<file path="src/rtl/soc_bus_pkg.sv">
// Shared definitions for the CPU-to-slave bus fabric: FSM encoding, default widths
// and the "no default slave" convention (DEF_SLV == N_SLV).
package soc_bus_pkg;

    localparam int ADDR_W_DEF = 19;
    localparam int DATA_W_DEF = 19;
    localparam int SEL_W_DEF  = 3;

    typedef enum logic [1:0] {
        ST_IDLE = 2'd0,
        ST_REQ  = 2'd1,
        ST_RESP = 2'd2
    } bus_state_t;

    // Passing this as DEF_SLV makes unmatched select codes return an error.
    function automatic int no_default(input int n_slv);
        return n_slv;
    endfunction

    function automatic int idx_width(input int n);
        return (n > 1) ? $clog2(n) : 1;
    endfunction

endpackage

</file>
<file path="src/rtl/soc_addr_decode.sv">
// Combinational select-field decoder: lowest matching slave index wins, with an
// optional default slave for codes that match nothing.
module soc_addr_decode
    import soc_bus_pkg::*;
#(
    parameter int N_SLV   = 3,
    parameter int SEL_W   = SEL_W_DEF,
    parameter int DEF_SLV = 0,
    parameter int IDX_W   = idx_width(N_SLV)
) (
    input  logic [SEL_W-1:0]       sel_field,
    input  logic [N_SLV*SEL_W-1:0] slv_sel,
    output logic                   hit,
    output logic [IDX_W-1:0]       index
);

    // Codes are listed slave 0 first, so slave i sits at the i-th slice from the MSB.
    // Scanning downwards lets the lowest matching index overwrite any higher one.
    always_comb begin
        hit   = 1'b0;
        index = '0;
        for (int i = N_SLV - 1; i >= 0; i--) begin
            if (slv_sel[(N_SLV - 1 - i) * SEL_W +: SEL_W] == sel_field) begin
                hit   = 1'b1;
                index = IDX_W'(i);
            end
        end
        if (!hit && (DEF_SLV < N_SLV)) begin
            hit   = 1'b1;
            index = IDX_W'(DEF_SLV);
        end
    end

endmodule

</file>
<file path="src/rtl/soc_bus_fabric.sv">
// Registered single-master interconnect: decodes the CPU request, holds it on the
// selected slave until s_ready or timeout, then returns a one-cycle response pulse.
module soc_bus_fabric
    import soc_bus_pkg::*;
#(
    parameter int ADDR_W  = ADDR_W_DEF,
    parameter int DATA_W  = DATA_W_DEF,
    parameter int N_SLV   = 3,
    parameter int SEL_HI  = 18,
    parameter int SEL_LO  = 16,
    parameter logic [N_SLV*(SEL_HI-SEL_LO+1)-1:0] SLV_SEL = {3'b000, 3'b110, 3'b111},
    parameter int DEF_SLV = 0,
    parameter int TIMEOUT = 15
) (
    input  logic                    clk,
    input  logic                    rst_n,
    input  logic                    cpu_valid,
    output logic                    cpu_ready,
    input  logic                    cpu_write,
    input  logic [ADDR_W-1:0]       cpu_addr,
    input  logic [DATA_W-1:0]       cpu_wdata,
    output logic                    cpu_rvalid,
    output logic [DATA_W-1:0]       cpu_rdata,
    output logic                    cpu_err,
    output logic [N_SLV-1:0]        s_valid,
    output logic                    s_write,
    output logic [ADDR_W-1:0]       s_addr,
    output logic [DATA_W-1:0]       s_wdata,
    input  logic [N_SLV-1:0]        s_ready,
    input  logic [N_SLV*DATA_W-1:0] s_rdata
);

    localparam int SEL_W = SEL_HI - SEL_LO + 1;
    localparam int IDX_W = idx_width(N_SLV);
    localparam int CNT_W = $clog2(TIMEOUT + 1);

    bus_state_t        state;
    logic [IDX_W-1:0]  sel;
    logic [CNT_W-1:0]  cnt;
    logic [CNT_W-1:0]  cnt_nxt;
    logic              dec_hit;
    logic [IDX_W-1:0]  dec_idx;
    logic [DATA_W-1:0] rd_slice;

    soc_addr_decode #(
        .N_SLV   (N_SLV),
        .SEL_W   (SEL_W),
        .DEF_SLV (DEF_SLV),
        .IDX_W   (IDX_W)
    ) u_decode (
        .sel_field (cpu_addr[SEL_HI:SEL_LO]),
        .slv_sel   (SLV_SEL),
        .hit       (dec_hit),
        .index     (dec_idx)
    );

    assign rd_slice = s_rdata[sel * DATA_W +: DATA_W];
    // Saturating wait counter; it can never wrap back into a valid count.
    assign cnt_nxt  = (cnt == CNT_W'(TIMEOUT)) ? cnt : cnt + 1'b1;

    // s_write/s_addr/s_wdata are the request registers themselves.
    always_ff @(posedge clk or negedge rst_n) begin
        if (!rst_n) begin
            state      <= ST_IDLE;
            cpu_ready  <= 1'b1;
            cpu_rvalid <= 1'b0;
            cpu_rdata  <= '0;
            cpu_err    <= 1'b0;
            s_valid    <= '0;
            s_write    <= 1'b0;
            s_addr     <= '0;
            s_wdata    <= '0;
            sel        <= '0;
            cnt        <= '0;
        end else begin
            case (state)
                ST_IDLE: begin
                    if (cpu_valid) begin
                        s_write   <= cpu_write;
                        s_addr    <= cpu_addr;
                        s_wdata   <= cpu_wdata;
                        cnt       <= '0;
                        cpu_ready <= 1'b0;
                        if (dec_hit) begin
                            sel     <= dec_idx;
                            s_valid <= N_SLV'(1) << dec_idx;
                            state   <= ST_REQ;
                        end else begin
                            cpu_err    <= 1'b1;
                            cpu_rdata  <= '0;
                            cpu_rvalid <= 1'b1;
                            state      <= ST_RESP;
                        end
                    end
                end
                ST_REQ: begin
                    cnt <= cnt_nxt;
                    // A ready in the final allowed cycle still wins over the timeout.
                    if (s_ready[sel]) begin
                        cpu_rdata  <= s_write ? '0 : rd_slice;
                        cpu_err    <= 1'b0;
                        cpu_rvalid <= 1'b1;
                        s_valid    <= '0;
                        state      <= ST_RESP;
                    end else if (cnt_nxt == CNT_W'(TIMEOUT)) begin
                        cpu_rdata  <= '0;
                        cpu_err    <= 1'b1;
                        cpu_rvalid <= 1'b1;
                        s_valid    <= '0;
                        state      <= ST_RESP;
                    end
                end
                ST_RESP: begin
                    cpu_rvalid <= 1'b0;
                    cpu_ready  <= 1'b1;
                    state      <= ST_IDLE;
                end
                default: begin
                    state <= ST_IDLE;
                end
            endcase
        end
    end

endmodule

</file>
<file path="config.mk">
export PLATFORM = sky130hd
export DESIGN_NAME = soc_bus_fabric
export DESIGN_NICKNAME = d
export VERILOG_FILES = /design/src/rtl/soc_bus_pkg.sv /design/src/rtl/soc_addr_decode.sv /design/src/rtl/soc_bus_fabric.sv
export SDC_FILE = /design/constraint.sdc
export NUM_CORES = 1
export LEC_CHECK = 0
export CAP_MARGIN = 15
export CORE_MARGIN = 5
export CORE_UTILIZATION = 26
export DETAILED_ROUTE_END_ITERATION = 10
export PLACE_DENSITY = 0.61
export SLEW_MARGIN = 25
export SYNTH_ARGS = -nofsm -noshare
export SYNTH_HDL_FRONTEND = slang
export SYNTH_SLANG_ARGS = --single-unit
</file>
<file path="constraint.sdc">
create_clock -name clk -period 3.8 [get_ports clk]
set_clock_uncertainty 0.05 [all_clocks]
set_input_delay 0.76 -clock clk [delete_from_list [all_inputs] [get_ports clk]]
set_output_delay 0.76 -clock clk [all_outputs]
set_load 0.05 [all_outputs]
</file>
==> images/met3.png <==
Scale bar: 20 um.
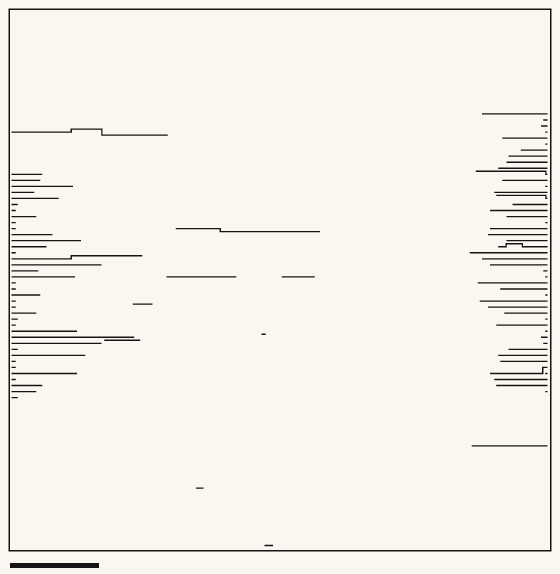
The layer carries 779 um of wire. The longest straight run is 27.4 um. The wires run mostly horizontal. The layer holds 7.9% of the routed length.
total number of vias: 2949
wirelength, routed: 9.85 mm
global-route met3 utilization: 0.0455

==> images/density.png <==
12 x 12 tiles, from black (low) to pale yellow (high), 0 to 100% covered.
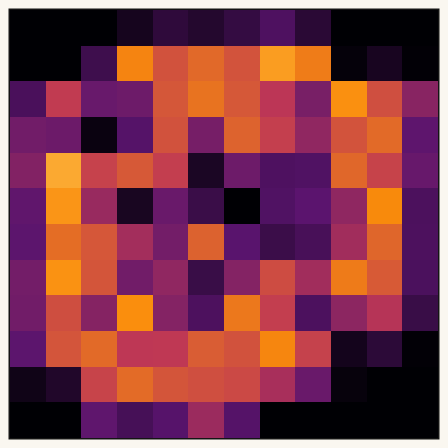
15% of the tiles are nearly empty. The emptiest ninth of the die: south-east. 4.2% of the tiles are over 75% full. The fullest tile reaches 81%. The mean over all tiles is 35%.
starting utilization of the core area: 0.268
Final Util: 0.440
placeable core area: 0.0121 mm^2

==> flow_metrics.py <==
# Generated from Yosys and OpenROAD reports
metrics = {
    "outcome": {
        "outcome": "complete, no violations",
    },
    "final_layout": {
        "nNonClkBuffers": 169,
        "area_share_clock_buf_inv": 0.0547,
        "area_dominant_class": "flip-flops and latches",
        "final_nets": 606,
        "area_share_nonclk_buffers": 0.316,
        "drive_gt1_frac": 0.0551,
    },
    "critical_path": {
        "path_max_fanout": 2,
        "crit_chain": "clkdlybuf4s50_1",
        "critical_path.endpoint_type": "output port",
        "category_of_the_most_critical_setup_path": "reg2out",
        "slowest_delay_ps": 800,
    },
    "job": {
        "max_cap_violations": 0,
    },
    "place": {
        "portBuffers": 165,
        "detailed_place.area_mm2": 0.00503,
        "routability_congestion": 0.729,
    },
    "yosys": {
        "simple_gate_share_of_the_synthesized_area": 0.214,
        "mappedNetlistNets": 446,
        "topCombFamilyByArea": "simple AND/OR/NAND/NOR gates",
        "ys.flop_type": "dfrtp_1",
        "synth-edff-count": 0,
        "yosys.area_share.xor_xnor": 0,
        "synth_cells": 343,
        "yosys.area_share.adder": 0.00386,
        "async_reset_ff_frac": 1.00,
    },
    "clocking": {
        "cts_tree": "built",
        "ctsLongestPathBuffers": 2,
        "numCtsBuffers": 9,
        "tritoncts_num_sinks": 72,
        "post_cts_hold_buffer_count": 0,
    },
    "grt": {
        "use_met2": 0.221,
        "grt_use_met1": 0.163,
        "globalRouteTotalUtil": 0.133,
    },
    "die": {
        "die_area_mm2": 0.0148,
        "num_rows": 40,
    },
    "drt": {
        "drt_first_pass_iters": 4,
        "via_per_inst": 4.36,
        "wire_per_inst_um": 14.6,
    },
    "timing": {
        "timing.final.crit_period_ps": 2460,
        "timing.max_slew.rel_slack": 0.513,
        "drv_slew": 0,
        "tns_ps": 0,
        "fmax_mhz": 407,
    },
    "power_and_ir_drop": {
        "power_leakage_nw": 2.35,
    },
}
==> images/gate_families.png <==
Scale bar: 20 um.
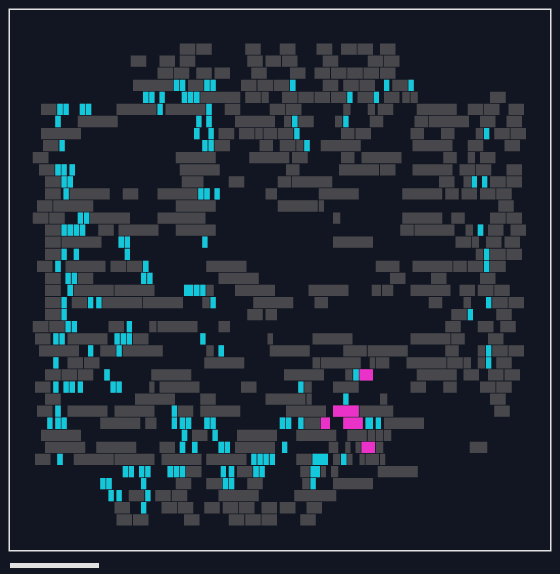
Key: magenta = AND and OR gates [cells 5, most used and4_1]; cyan = NAND gates [cells 153, most used nand2_1]
most common cell after layout, fill and taps aside: clkdlybuf4s50_1
combinational share of cell area: 0.249
non-filler instance count after layout: 676

==> images/final_placement.png <==
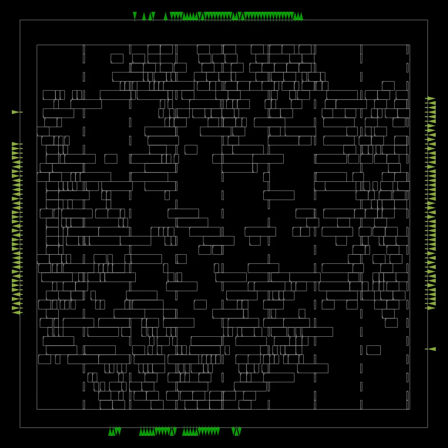
number of well taps: 168
final-layout fill cell count: 1187
number of flip-flops and latches: 72

metrics by stage:
stage	setup WS (ps)	hold WS (ps)	utilization
after floorplan	2000	414	-
after global routing	1300	444	0.440
final	1340	409	0.440
after global placement	1220	409	0.416
after CTS	1320	425	0.440
after detailed placement	1200	411	0.416
flip-flops by register name, indices dropped and copies added (netlist names):
name,count
cpu_rdata,19
s_addr,19
s_wdata,19
cnt,4
s_valid,3
sel,2
state,2
cpu_err,1
cpu_ready,1
cpu_rvalid,1
s_write,1
synth_stat cells, types with 2 or more instances:
library cell,n,area [um^2]
a21oi_1,3,15.0
a22o_1,19,166
and4_1,2,17.5
buf_1,2,7.51
buf_2,9,45.0
buf_6,2,22.5
clkbuf_1,6,22.5
dfrtp_1,71,1780
inv_1,2,7.51
mux2i_1,21,210
nand2_1,149,559
nand3_1,2,10.0
nor2_1,6,22.5
nor3_1,3,15.0
o21ai_0,24,120
o21ai_1,2,10.0
final timing paths:
path | cells after the start | to | start | slack (ps)
worst max register to register | 4 | cpu_rdata[10] | sel[1] | 1600
min in group clk | 2 | s_wdata[3] | s_wdata[3] | 420
worst min-delay path | 1 | cnt[2] | rst_n | 410
max in group asynchronous | 1 | s_wdata[18] | rst_n | 2840
worst max-delay path | 1 | cpu_ready | cpu_ready | 1340
worst min register to register | 2 | s_wdata[3] | s_wdata[3] | 420
routing by layer:
| metal | vias up | share of wire |
|---|---|---|
| met4 | 0 | 0.0090 |
| met3 | 6 | 0.079 |
| met1 | 1387 | 0.43 |
| met5 | - | 0 |
| met2 | 98 | 0.48 |
| li1 | 1458 | - |
where the power goes:
part           leakage [nW]  internal (mW)  switching, mW
clock network         0.146          0.523          0.299
registers             0.907           1.10          0.240
logic                  1.30          0.898           1.69
total                  2.35           2.52           2.23
Power and IR drop assume default switching activity.
